[src/rtl/xe4_audio_sequencer_pkg.sv]
// Shared definitions for the XE4 audio note sequencer: register map, note entry layout
// and engine state encoding.
package xe4_audio_sequencer_pkg;

    localparam int PERIOD_W   = 13;
    localparam int DURATION_W = 16;
    localparam int VOLUME_W   = 5;
    localparam int ENTRY_W    = PERIOD_W + DURATION_W + VOLUME_W;
    localparam int REMAIN_W   = 17;
    localparam int NUM_CH     = 3;

    localparam logic [15:0] AUDIO_BASE_DEFAULT = 16'h0110;

    localparam logic [3:0] REG_PERIOD_LO = 4'd0;
    localparam logic [3:0] REG_PERIOD_HI = 4'd1;
    localparam logic [3:0] REG_DUR_LO    = 4'd2;
    localparam logic [3:0] REG_DUR_HI    = 4'd3;
    localparam logic [3:0] REG_VOLUME    = 4'd4;
    localparam logic [3:0] REG_COMMIT    = 4'd5;
    localparam logic [3:0] REG_STATUS    = 4'd6;
    localparam logic [3:0] REG_FLUSH     = 4'd7;

    typedef enum logic [1:0] {
        ST_IDLE  = 2'd0,
        ST_LOAD  = 2'd1,
        ST_WRITE = 2'd2
    } engine_state_t;

    typedef struct packed {
        logic [PERIOD_W-1:0]   period;
        logic [DURATION_W-1:0] duration;
        logic [VOLUME_W-1:0]   volume;
    } note_entry_t;

    // Byte k of the five-register audio chip burst for one note.
    function automatic logic [7:0] entry_word(input note_entry_t e, input logic [2:0] k);
        logic [7:0] w;
        case (k)
            3'd0:    w = e.period[7:0];
            3'd1:    w = {3'b000, e.period[12:8]};
            3'd2:    w = e.duration[7:0];
            3'd3:    w = e.duration[15:8];
            3'd4:    w = {3'b000, e.volume};
            default: w = 8'h00;
        endcase
        return w;
    endfunction

    function automatic logic [1:0] next_channel(input logic [1:0] ch);
        return (ch == 2'd2) ? 2'd0 : ch + 2'd1;
    endfunction

endpackage

[src/rtl/xe4_note_fifo.sv]
// Synchronous per-channel note FIFO; flush empties it in one cycle, a full FIFO
// refuses pushes even when popped in the same cycle.
module xe4_note_fifo
    import xe4_audio_sequencer_pkg::*;
#(
    parameter int DEPTH = 8
) (
    input  logic               sysclk,
    input  logic               nreset,
    input  logic               push,
    input  logic               pop,
    input  logic               flush,
    input  logic [ENTRY_W-1:0] push_data,
    output logic [ENTRY_W-1:0] head,
    output logic               full,
    output logic               empty
);

    localparam int PTR_W = $clog2(DEPTH);

    logic [ENTRY_W-1:0] mem [DEPTH];
    logic [PTR_W-1:0]   rd_ptr;
    logic [PTR_W-1:0]   wr_ptr;
    logic [PTR_W:0]     count;
    logic               do_push;
    logic               do_pop;

    assign full    = (count == (PTR_W+1)'(DEPTH));
    assign empty   = (count == '0);
    assign do_push = push && !full;
    assign do_pop  = pop && !empty;
    assign head    = mem[rd_ptr];

    always_ff @(posedge sysclk) begin
        if (!nreset || flush) begin
            rd_ptr <= '0;
            wr_ptr <= '0;
            count  <= '0;
        end else begin
            if (do_push) wr_ptr <= wr_ptr + PTR_W'(1);
            if (do_pop)  rd_ptr <= rd_ptr + PTR_W'(1);
            count <= count + (PTR_W+1)'(do_push) - (PTR_W+1)'(do_pop);
        end
    end

    always_ff @(posedge sysclk) begin
        if (nreset && !flush && do_push) mem[wr_ptr] <= push_data;
    end

endmodule

[src/rtl/xe4_audio_sequencer.sv]
// Three-channel note sequencer: CPU stages notes into per-channel FIFOs and an engine
// replays each note as a five-register burst to the audio chip once its predecessor expires.
module xe4_audio_sequencer
    import xe4_audio_sequencer_pkg::*;
#(
    parameter logic [11:0] SEQ_MASK   = 12'h012,
    parameter logic [15:0] AUDIO_BASE = AUDIO_BASE_DEFAULT,
    parameter int          TICK_DIV   = 500000,
    parameter int          FIFO_DEPTH = 8
) (
    input  logic        sysclk,
    input  logic        nreset,
    input  logic [15:0] Address,
    input  logic [7:0]  InData,
    input  logic        we,
    output logic [7:0]  OutData,
    output logic [15:0] AudAddress,
    output logic [7:0]  AudData,
    output logic        AudWe,
    output logic        Irq
);

    localparam logic [31:0] PRESC_RELOAD = 32'(TICK_DIV - 1);

    logic [3:0]            offset;
    logic                  sel;
    logic                  wr_en;
    logic                  commit_hit;
    logic                  flush_hit;
    logic [PERIOD_W-1:0]   stage_period;
    logic [DURATION_W-1:0] stage_duration;
    logic [VOLUME_W-1:0]   stage_volume;
    logic [ENTRY_W-1:0]    stage_entry;
    logic                  overflow;

    logic [NUM_CH-1:0]     push;
    logic [NUM_CH-1:0]     pop;
    logic [NUM_CH-1:0]     flush_ch;
    logic [NUM_CH-1:0]     fifo_full;
    logic [NUM_CH-1:0]     fifo_empty;
    logic [ENTRY_W-1:0]    head_raw [NUM_CH];
    note_entry_t           head_sel;

    logic [31:0]           presc;
    logic                  tick;
    logic [REMAIN_W-1:0]   remaining [NUM_CH];
    logic [NUM_CH-1:0]     zero_pending;
    logic [NUM_CH-1:0]     rem_zero;
    logic [NUM_CH-1:0]     ready;

    engine_state_t         state;
    logic [1:0]            cur_ch;
    logic [1:0]            rr_start;
    logic [2:0]            wr_idx;
    note_entry_t           cur_entry;
    logic                  busy;
    logic                  burst_end;
    logic                  found;
    logic [1:0]            pick;
    logic [1:0]            cand;
    logic [15:0]           chan_base;

    assign offset      = Address[3:0];
    assign sel         = (Address[15:4] == SEQ_MASK);
    assign wr_en       = we && sel;
    assign commit_hit  = wr_en && (offset == REG_COMMIT) && (InData[1:0] != 2'd3);
    assign flush_hit   = wr_en && (offset == REG_FLUSH);
    assign flush_ch    = flush_hit ? InData[NUM_CH-1:0] : '0;
    assign stage_entry = {stage_period, stage_duration, stage_volume};
    assign head_sel    = note_entry_t'(head_raw[cur_ch]);
    assign busy        = (state != ST_IDLE);
    assign burst_end   = (state == ST_WRITE) && (wr_idx == 3'd5);
    assign tick        = (presc == '0);
    assign chan_base   = AUDIO_BASE + 16'(cur_ch) * 16'd5;

    for (genvar i = 0; i < NUM_CH; i++) begin : g_ch
        assign push[i]     = commit_hit && (InData[1:0] == 2'(i));
        assign pop[i]      = (state == ST_LOAD) && (cur_ch == 2'(i));
        assign rem_zero[i] = (remaining[i] == '0);
        assign ready[i]    = rem_zero[i] && !fifo_empty[i] && !(busy && cur_ch == 2'(i));

        xe4_note_fifo #(.DEPTH(FIFO_DEPTH)) u_fifo (
            .sysclk    (sysclk),
            .nreset    (nreset),
            .push      (push[i]),
            .pop       (pop[i]),
            .flush     (flush_ch[i]),
            .push_data (stage_entry),
            .head      (head_raw[i]),
            .full      (fifo_full[i]),
            .empty     (fifo_empty[i])
        );
    end

    // Round-robin search starting at the channel after the one serviced last.
    always_comb begin
        found = 1'b0;
        pick  = 2'd0;
        cand  = rr_start;
        for (int i = 0; i < NUM_CH; i++) begin
            if (!found && ready[cand]) begin
                found = 1'b1;
                pick  = cand;
            end
            cand = next_channel(cand);
        end
    end

    always_ff @(posedge sysclk) begin
        if (!nreset) begin
            stage_period   <= '0;
            stage_duration <= '0;
            stage_volume   <= '0;
        end else if (wr_en) begin
            case (offset)
                REG_PERIOD_LO: stage_period[7:0]    <= InData;
                REG_PERIOD_HI: stage_period[12:8]   <= InData[4:0];
                REG_DUR_LO:    stage_duration[7:0]  <= InData;
                REG_DUR_HI:    stage_duration[15:8] <= InData;
                REG_VOLUME:    stage_volume         <= InData[4:0];
                default: ;
            endcase
        end
    end

    always_ff @(posedge sysclk) begin
        if (!nreset) begin
            overflow <= 1'b0;
        end else if (flush_hit) begin
            overflow <= 1'b0;
        end else if (commit_hit && fifo_full[InData[1:0]]) begin
            overflow <= 1'b1;
        end
    end

    always_ff @(posedge sysclk) begin
        if (!nreset) begin
            OutData <= 8'h00;
        end else if (sel) begin
            case (offset)
                REG_PERIOD_LO: OutData <= stage_period[7:0];
                REG_PERIOD_HI: OutData <= {3'b000, stage_period[12:8]};
                REG_DUR_LO:    OutData <= stage_duration[7:0];
                REG_DUR_HI:    OutData <= stage_duration[15:8];
                REG_VOLUME:    OutData <= {3'b000, stage_volume};
                REG_STATUS:    OutData <= {busy, overflow, fifo_full, fifo_empty};
                default:       OutData <= 8'h00;
            endcase
        end else begin
            OutData <= 8'h00;
        end
    end

    always_ff @(posedge sysclk) begin
        if (!nreset || tick) presc <= PRESC_RELOAD;
        else                 presc <= presc - 32'd1;
    end

    // A flush of the channel in service is deferred until its burst completes.
    always_ff @(posedge sysclk) begin
        for (int c = 0; c < NUM_CH; c++) begin
            if (!nreset) begin
                remaining[c]    <= '0;
                zero_pending[c] <= 1'b0;
            end else begin
                if (burst_end && cur_ch == 2'(c))
                    zero_pending[c] <= 1'b0;
                else if (flush_ch[c] && busy && cur_ch == 2'(c))
                    zero_pending[c] <= 1'b1;

                if (state == ST_LOAD && cur_ch == 2'(c))
                    remaining[c] <= REMAIN_W'(head_sel.duration) + 17'd1;
                else if (burst_end && cur_ch == 2'(c) && (zero_pending[c] || flush_ch[c]))
                    remaining[c] <= '0;
                else if (flush_ch[c] && !(busy && cur_ch == 2'(c)))
                    remaining[c] <= '0;
                else if (tick && !rem_zero[c])
                    remaining[c] <= remaining[c] - 17'd1;
            end
        end
    end

    always_ff @(posedge sysclk) begin
        if (!nreset) Irq <= 1'b0;
        else         Irq <= |(fifo_empty & rem_zero);
    end

    // Engine: LOAD emits burst word 0 from the FIFO head, WRITE emits words 1-4.
    always_ff @(posedge sysclk) begin
        if (!nreset) begin
            state      <= ST_IDLE;
            cur_ch     <= 2'd0;
            rr_start   <= 2'd0;
            wr_idx     <= 3'd0;
            cur_entry  <= '0;
            AudWe      <= 1'b0;
            AudAddress <= 16'h0000;
            AudData    <= 8'h00;
        end else begin
            case (state)
                ST_IDLE: begin
                    if (found) begin
                        cur_ch <= pick;
                        state  <= ST_LOAD;
                    end
                end
                ST_LOAD: begin
                    cur_entry  <= head_sel;
                    AudWe      <= 1'b1;
                    AudAddress <= chan_base;
                    AudData    <= entry_word(head_sel, 3'd0);
                    wr_idx     <= 3'd1;
                    rr_start   <= next_channel(cur_ch);
                    state      <= ST_WRITE;
                end
                ST_WRITE: begin
                    if (wr_idx == 3'd5) begin
                        AudWe <= 1'b0;
                        state <= ST_IDLE;
                    end else begin
                        AudAddress <= chan_base + 16'(wr_idx);
                        AudData    <= entry_word(cur_entry, wr_idx);
                        wr_idx     <= wr_idx + 3'd1;
                    end
                end
                default: state <= ST_IDLE;
            endcase
        end
    end

endmodule

[config.mk]
export PLATFORM = sky130hd
export DESIGN_NAME = xe4_audio_sequencer
export DESIGN_NICKNAME = d
export VERILOG_FILES = /design/src/rtl/xe4_audio_sequencer_pkg.sv /design/src/rtl/xe4_note_fifo.sv /design/src/rtl/xe4_audio_sequencer.sv
export SDC_FILE = /design/constraint.sdc
export NUM_CORES = 1
export LEC_CHECK = 0
export ABC_AREA = 1
export CORE_AREA = 2 2 269 271
export DETAILED_ROUTE_END_ITERATION = 7
export DIE_AREA = 0 0 271 273
export GPL_TIMING_DRIVEN = 0
export PLACE_DENSITY = 0.8
export SKIP_LAST_GASP = 1
export SYNTH_ARGS = -nofsm -noshare
export SYNTH_HDL_FRONTEND = slang
export SYNTH_SLANG_ARGS = --single-unit
[constraint.sdc]
create_clock -name sysclk -period 15.25 [get_ports sysclk]
set_input_delay 4.575 -clock sysclk [delete_from_list [all_inputs] [get_ports sysclk]]
set_output_delay 4.575 -clock sysclk [all_outputs]
set_load 0.01 [all_outputs]
==> results.yml, run 1 <==
# synthesis and place-and-route metrics
synthesis:
  synth.yosys.num_cells: 4133
  ys_types: 58
  synthesis.instances: 4133
  synth_xor_xnor_area_share_pct: 1.081
  top_area_share_pct: 58.43
  postSynthRegisterBits: 1044
  synthArstFlopShare_pct: 0
  synth_chip_area_um2: 44550
  common_cells: "867 x sky130_fd_sc_hd__edfxtp_1, 645 x sky130_fd_sc_hd__nand2_1, 605 x sky130_fd_sc_hd__nor2_1"
floorplanning:
  core_area_um2: 71000
  die_height_um: 273
layout:
  largest_reg_flops: 816
  register_area_um2: 29580
  dominant_cells: "registers"
  multi_input_logic_portion_of_the_cell_area_pct: 25.01
  final_cell_area_um2: 50940
  leading_cell_types_in_the_layout_fill_and_taps_excluded: "867 x sky130_fd_sc_hd__edfxtp_1, 645 x sky130_fd_sc_hd__nand2_1, 605 x sky130_fd_sc_hd__nor2_1, 367 x sky130_fd_sc_hd__o21ai_0, 336 x sky130_fd_sc_hd__inv_1"
clock_network:
  cts_made_buffers: 102
  h-tree-depth: 3
  clk_pin_slew_ns: 0.06
  clk-insertion-delay-late_ns: 0.70
  cts_root_buffer: "sky130_fd_sc_hd__clkbuf_16"
worst_setup_path:
  path_depth: 15
  end_kind: "register"
  rr_worst_depth: 11
  worstReg2RegStart: "cur_ch[0]$_SDFFE_PN0P_"
power:
  total_chip_power_uw: 6261
  power.density_cell_area_nw_per_um2: 122.9
final_timing:
  rsz_0062_raised_after_global_routing: "no"
  fin_worst_skew_ns: 0.04023
  worst_slew_margin_rel_pct: 5.359
  finalHoldViolations: 0
  slew_viol_final: 0
  fin_crit_sh_pct: 52.72
grt:
  grt.overflow.total: 0
  antenna_found_initial: 1
  grt_first_pass_wirelength_um: 189900
drt:
  firstDrtPassIters: 6
  drcViolationCount: 0
  ant_nets: 0
run:
  log.warning_count: 37
outcome:
  status: "finished, final reports clean"
==> run 1: stage by stage <==
stage	std cells	utilization (%)
6_report	5422	71.75
3_3_place_gp	5142	65.19
5_1_grt	5422	71.75
3_5_place_dp	5231	66.83
2_1_floorplan	4141	-
4_1_cts	5422	71.75
==> run 1: per-layer routing <==
metal	routed length (um)	up-vias	part of all wire, %	GRT usage, %
met5	0	-	0	0
met4	8842	0	7.0	21.92
met3	14430	440	11	6.072
met2	58360	2241	46	53.70
met1	45250	16060	36	43.83
li1	-	14940	-	-
==> run 1: where the power goes <==
group / leakage (uW) / switching (uW) / total, uW / internal, uW
Sequential: 0.00997 / 46.7 / 3170 / 3130
Clock: 0.00167 / 1120 / 2610 / 1490
Combinational: 0.00743 / 330 / 479 / 149
Total: 0.0191 / 1500 / 6260 / 4760
==> run 1: logic make-up (layout without fill, tap and decap cells) <==
family	after synthesis	in the layout
simple gates	1705	1705
flops	1044	1044
compound gates	724	724
buf+inv	559	890
xor+xnor	55	55
fa+ha+maj	45	45
other cells	1	9
==> run 1: how the worst min path moves through the flow <==
stage	slack, ns	endpoint	cells past startpoint	start
after CTS	0.43	presc[0]$_SDFF_PP1_	1	presc[0]$_SDFF_PP1_
after detailed placement	0.42	presc[0]$_SDFF_PP1_	1	presc[0]$_SDFF_PP1_
after global placement	0.42	presc[0]$_SDFF_PP1_	1	presc[0]$_SDFF_PP1_
final	0.43	presc[0]$_SDFF_PP1_	1	presc[0]$_SDFF_PP1_
after global routing	0.47	presc[0]$_SDFF_PP1_	1	presc[0]$_SDFF_PP1_
after floorplan	0.39	presc[0]$_SDFF_PP1_	1	presc[0]$_SDFF_PP1_
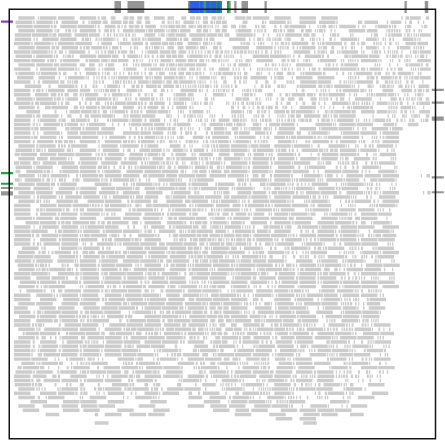
Run 1: pin placement
Pins as bars across the die edge, other pins in gray.
- Address: blue (pins 16; direction input; edge top)
- OutData: green (pins 8; direction output; edge 6 top, 2 left)
- sysclk: purple (pins 1; direction input; edge left)

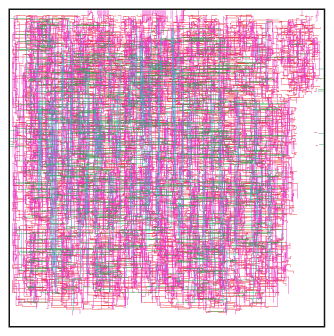
Run 1: routed metal, one color a layer
- met1: red (wire length 45.3 mm)
- met4: cyan (wire length 8840 um)
- met3: green (wire length 14400 um)
- met2: magenta (wire length 58.4 mm)
final WL: 126900 um
Total GRT Usage: 34.00%

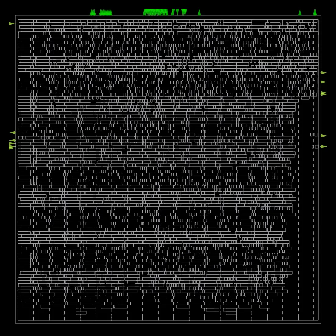
Run 1: placement view
sequential cell count: 1044
number of fillers in the final layout: 4645
share of the final layout cell area in sequential cells: 58.06%
fin cells: 5422
Well-Tap Cells: 950

==> run 1 -> run 2 <==
Settings changed: CORE_AREA 2 2 269 271 to 2 2 283 285, DIE_AREA 0 0 271 273 to 0 0 285 287, PLACE_DENSITY 0.8 to 0.76.
Clock period 15.25 ns to 7.1 ns, I/O delays scaled along.
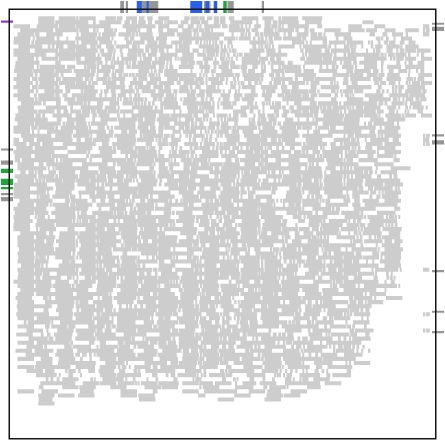
Run 2: pin placement
Pins as bars across the die edge, other pins in gray.
number of port buffers: 51
y dimension of the die: 287 um

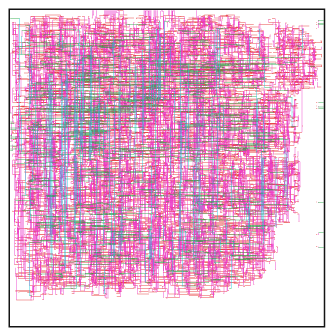
Run 2: routed metal, one color a layer
- met1: red (wire length 46.1 mm)
- met2: magenta (wire length 56.0 mm)
- met4: cyan (wire length 7830 um)
- met3: green (wire length 12700 um)
Total GRT Usage: 29.78%
routed length per instance: 22.25 um
final WL: 122700 um

==> run 2 against run 1 <==
Effect of this change:
- count of clock-buffer cells in the layout grew 5
- register-to-register slack worse by 8.1 ns
- non-clock buffer count shrank 3
- die area up 11%
- critical endpoint is now g_ch[0].u_fifo.mem[3][15]$_DFFE_PP_
- wire length shrank 3.3%
- hold slack better by 0.0067 ns
- synthesized cell count stayed put
- cell area down 0.12%
- largest power group unchanged
==> results.yml, run 2 <==
# synthesis and place-and-route metrics
outcome:
  status: "finished, final reports clean"
drt:
  dr.max_layer_used: "met4"
  ant_nets: 0
  wl_met2_um: 56000
  firstDrtPassIters: 6
  drcViolationCount: 0
  met1_wl_um: 46130
grt:
  global_route.usage.met2_pct: 46.79
  grt.overflow.total: 0
  grt_most_used_layer: "met2"
  grt_first_pass_wirelength_um: 185100
  antenna_found_initial: 1
  global_route.usage.met3_pct: 5.254
synthesis:
  top_area_share_pct: 58.43
  synthesis.instances: 4133
  ys_types: 58
  synth_chip_area_um2: 44550
  synth.yosys.num_cells: 4133
  common_cells: "867 x sky130_fd_sc_hd__edfxtp_1, 645 x sky130_fd_sc_hd__nand2_1, 605 x sky130_fd_sc_hd__nor2_1"
  synthArstFlopShare_pct: 0
final_timing:
  fin_worst_skew_ns: 0.04313
  slew_viol_final: 0
  finalHoldViolations: 0
  rsz_0062_raised_after_global_routing: "no"
  fin_crit_sh_pct: 78.27
placement:
  numPlacedInstances: 5328
clock_network:
  cts_made_buffers: 100
  h-tree-depth: 3
  clk_pin_slew_ns: 0.06
layout:
  layout.core_utilization_pct: 64.73
  stdcell_count: 5515
  register_area_um2: 29580
  num-fill-cells: 5803
  final_cell_area_um2: 50880
  largest_reg_flops: 816
floorplanning:
  chipWidth_um: 285
  boundaryPins: 61
  core_area_um2: 78610
power:
  power.density_cell_area_nw_per_um2: 260.2
run:
  log.warning_count: 37
worst_setup_path:
  end_kind: "register"
## run 2: cell type report
type | instances | area share (%)
Clock inverter | 55 | 1.202
Multi-Input combinational cell | 2538 | 25.04
Inverter | 355 | 2.634
Sequential cell | 1044 | 58.13
Clock buffer | 132 | 5.410
Timing Repair Buffer | 137 | 2.943
Buffer | 204 | 2.058
Tap cell | 1050 | 2.582
## run 2: kinds of logic after synthesis
family                     synth area share [%]
buffers and inverters                     5.358
xor gates and xnor gates                  1.081
adders and majority gates                 1.331
other                                  0.008417
DFF                                       66.39
AOI/OAI and AO/OA                         9.630
and+or+nand+nor                           16.20
## run 2: through the flow
step / power [uW] / hold WS (ns) / setup slack, ns
final: 13240 / 0.4342 / 1.543
after global placement: 7912 / 0.4039 / -2.721
after detailed placement: 7931 / 0.4358 / 0.9509
after CTS: 13240 / 0.4518 / 1.654
after global routing: 13590 / 0.4588 / 1.418
after floorplan: 7530 / 0.3889 / 0.8796
## run 2: power breakdown
group	total, uW	internal [uW]	switching (uW)
registers	6820	6710	103
logic	1030	320	706
clock network	5400	3050	2350
## run 2: critical path: cells and delay by family
family	cells	cell delay [ns]
buffers and inverters	6	1.22
and+or+nand+nor	9	2.56
## run 2: path summary, 6_finish.rpt
check / to / depth (start not counted) / from / slack [ns]
worst max-delay path: g_ch[0].u_fifo.mem[3][15]$_DFFE_PP_ / 15 / Address[8] / 1.54
worst min-delay path: presc[0]$_SDFF_PP1_ / 1 / presc[0]$_SDFF_PP1_ / 0.43
worst min register to register: presc[0]$_SDFF_PP1_ / 1 / presc[0]$_SDFF_PP1_ / 0.43
worst max register to register: remaining[0][15]$_DFFE_PP_ / 10 / cur_ch[1]$_SDFFE_PN0P_ / 3.32
Power and IR drop assume default switching activity.
